<file path="config.mk">
export PLATFORM = sky130hd
export DESIGN_NAME = data_memory
export DESIGN_NICKNAME = d
export VERILOG_FILES = /design/src/rtl/data_memory_pkg.sv /design/src/rtl/data_memory_ram.sv /design/src/rtl/data_memory.sv
export SDC_FILE = /design/constraint.sdc
export NUM_CORES = 2
export LEC_CHECK = 0
export CAP_MARGIN = 20
export CORE_MARGIN = 5
export CORE_UTILIZATION = 27
export CTS_CLUSTER_SIZE = 25
export DETAILED_ROUTE_END_ITERATION = 6
export PLACE_DENSITY = 0.51
export REMOVE_ABC_BUFFERS = 1
export SYNTH_ARGS = -nofsm -noshare
export SYNTH_HDL_FRONTEND = slang
export SYNTH_SLANG_ARGS = --single-unit
</file>
<file path="constraint.sdc">
create_clock -name wrclk -period 32 [get_ports wrclk]
set_input_delay 6.4 -clock wrclk [delete_from_list [all_inputs] [get_ports wrclk]]
set_output_delay 6.4 -clock wrclk [all_outputs]
set_load 0.1 [all_outputs]
</file>
<file path="src/rtl/data_memory_pkg.sv">
// rtl/data_memory_pkg.sv - shared sizing constants for the circular data memory
package data_memory_pkg;

  localparam int WIDTH     = 128;
  localparam int DEPTH     = 16;
  localparam int LANE_W    = 16;
  localparam int NUM_LANES = WIDTH / LANE_W;
  localparam int PTR_W     = $clog2(DEPTH);

endpackage

</file>
<file path="src/rtl/data_memory_ram.sv">
// rtl/data_memory_ram.sv - single-clock storage array, one write port, one registered read port
module data_memory_ram #(
  parameter int WIDTH = 128,
  parameter int AW    = 4
) (
  input  logic             clk,
  input  logic             we,
  input  logic [AW-1:0]    waddr,
  input  logic [WIDTH-1:0] wdata,
  input  logic             re,
  input  logic [AW-1:0]    raddr,
  output logic [WIDTH-1:0] q
);

  logic [WIDTH-1:0] mem [2**AW];

  // Array write and registered read; q only moves when a read is requested
  always_ff @(posedge clk) begin
    if (we) begin
      mem[waddr] <= wdata;
    end
    if (re) begin
      q <= mem[raddr];
    end
  end

endmodule

</file>
<file path="src/rtl/data_memory.sv">
// rtl/data_memory.sv - circular buffer of words with registered read and overwrite-oldest on full
module data_memory #(
  parameter int WIDTH = data_memory_pkg::WIDTH,
  parameter int DEPTH = data_memory_pkg::DEPTH
) (
  input  logic             wrclk,
  input  logic             wd,
  input  logic [WIDTH-1:0] data,
  output logic [WIDTH-1:0] rd,
  input  logic             rst
);

  import data_memory_pkg::*;

  localparam int            AW   = $clog2(DEPTH);
  localparam logic [AW:0]   FULL = (AW + 1)'(DEPTH);

  logic [AW-1:0]    wp;
  logic [AW-1:0]    rp;
  logic [AW:0]      cnt;
  logic             rd_valid;
  logic             ram_we;
  logic             ram_re;
  logic [WIDTH-1:0] ram_q;

  // Reset wins over any access, so the array is never touched in a reset cycle
  assign ram_we = !rst && wd;
  assign ram_re = !rst && !wd && (cnt != '0);

  data_memory_ram #(
    .WIDTH (WIDTH),
    .AW    (AW)
  ) u_ram (
    .clk   (wrclk),
    .we    (ram_we),
    .waddr (wp),
    .wdata (data),
    .re    (ram_re),
    .raddr (rp),
    .q     (ram_q)
  );

  // Pointer and occupancy bookkeeping; rd_valid marks that ram_q holds a word read since reset
  always_ff @(posedge wrclk) begin
    if (rst) begin
      wp       <= '0;
      rp       <= '0;
      cnt      <= '0;
      rd_valid <= 1'b0;
    end else if (wd) begin
      wp <= wp + 1'b1;
      if (cnt == FULL) begin
        rp <= rp + 1'b1;
      end else begin
        cnt <= cnt + 1'b1;
      end
    end else if (cnt != '0) begin
      rp       <= rp + 1'b1;
      cnt      <= cnt - 1'b1;
      rd_valid <= 1'b1;
    end
  end

  // The RAM output register has no reset, so it is masked to zero until the first read
  assign rd = rd_valid ? ram_q : '0;

endmodule

</file>
==> deck_impl_summary.md <==
Run Summary

Outcome
  • Outcome: finished, final reports clean

Floorplanning
  • Chip Height: 561 microns

Detailed routing
  • Post-DR wirelength/cell: 25.5 microns
  • Vias/cell: 4.59
  • TritonRoute pass-1 iters: 5

Setup path
  • Slowest library cell on the worst path: clkdlybuf4s50_1
  • FF-to-FF End: u_ram.q[81]$_DFFE_PP_
  • Cell Chain, Critical Path: buf_4 -> and2_1 -> clkdlybuf4s50_1
  • CP startpoint: rd_valid$_SDFFE_PP0P_

Clock network
  • TritonCTS Sinks: 2190
  • Post-CTS sizing: 0
  • Clock Tree Root: clkbuf_16

Cells and area
  • Largest Register: u_ram.mem
  • Share of cells above drive strength 1: 0.231

STA
  • # setup viols final: 0
  • RSZ-0062 raised after global routing: no
  • Final Skew: between 0.06 and 0.07 ns

Logic synthesis
  • Flops after synth: 2190
  • Syn Area/Cell: 23.4 sq um
  • Post-Synthesis Cell Area: 81900 sq um

Global routing
  • Met1 global-route usage: 0.172
## final cells by class
cell class,count,area (sq um),share of cell area
Clock buffer,277,6040,0.0625
Multi-Input combinational cell,1115,15300,0.159
Inverter,5,18.8,0.000194
Antenna cell,23,57.6,0.000596
Sequential cell,2190,65600,0.679
Tap cell,3978,4980,0.0515
Timing Repair Buffer,333,3220,0.0333
Clock inverter,136,1330,0.0137
## cells by family (layout without fill, tap and decap cells)
kind of cell,Yosys count,count (layout),share of synthesized area
buffers and inverters,192,751,0.0124
AND-OR/OR-AND,267,267,0.0231
AND/OR/NAND/NOR,314,314,0.0195
XOR/XNOR,9,9,0.000963
flip-flops,2190,2190,0.801
multiplexers,516,516,0.141
adder cells (fa/ha/maj),9,9,0.00147
other,0,23,0
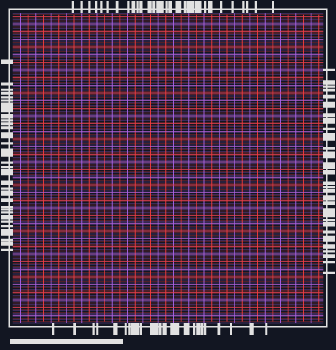
(images/floorplan.png)
The bar under the picture is 200 microns long. Pins as bars on the die edge.
| colour | net |
|---|---|
| red | VDD |
| purple | VSS |
rows: 202
met5 straps: 40
met1 rails: 203
met4 straps: 40

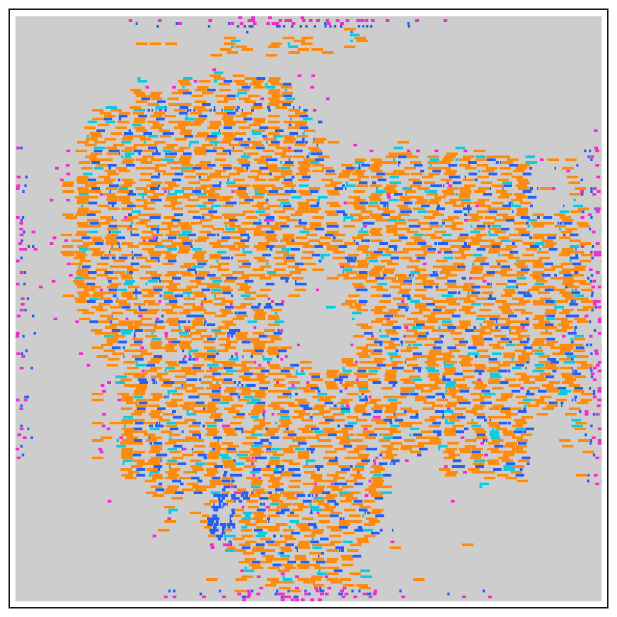
(images/class_map.png)
Fill, decap, tap and diode cells in grey.
| colour | class | cells | share of their area |
|---|---|---|---|
| cyan | clock drivers and dummy loads | 413 | 8.0% |
| blue | remaining logic cells | 1120 | 17% |
| orange | sequential cells | 2190 | 72% |
| magenta | remaining buffers and delay cells | 333 | 3.5% |

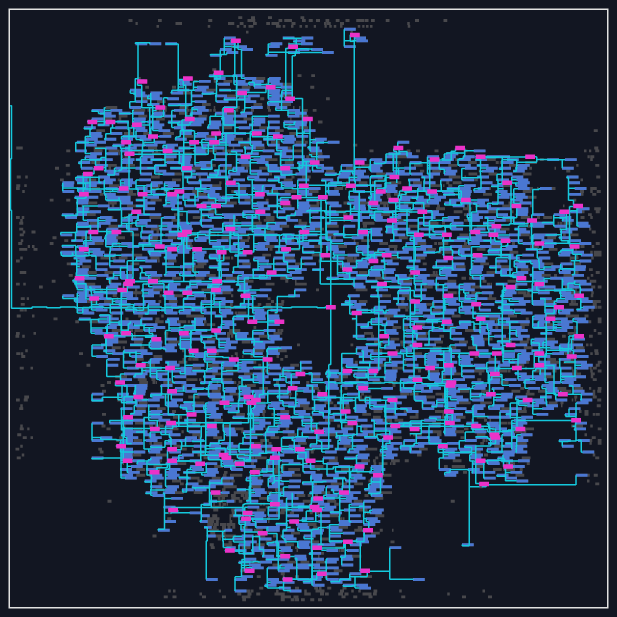
(images/clock_wires.png)
[cyan] clock wires | length: 27.0 mm
[blue] flip-flops | count: 2190
[magenta] clock-net drivers | count: 231
routed clock nets: 232

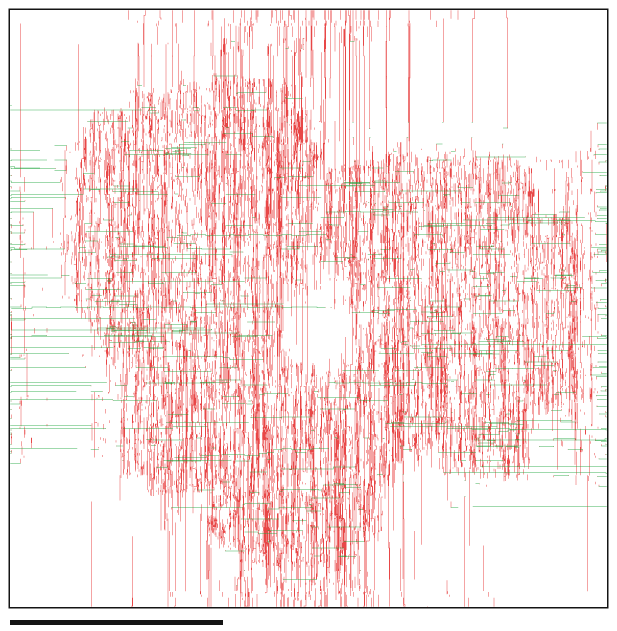
(images/layers.png)
The bar under the picture is 200 microns long. Two of the layers only.
| colour | layer | wire length |
|---|---|---|
| red | M2 | 101 mm |
| green | M3 | 12000 microns |

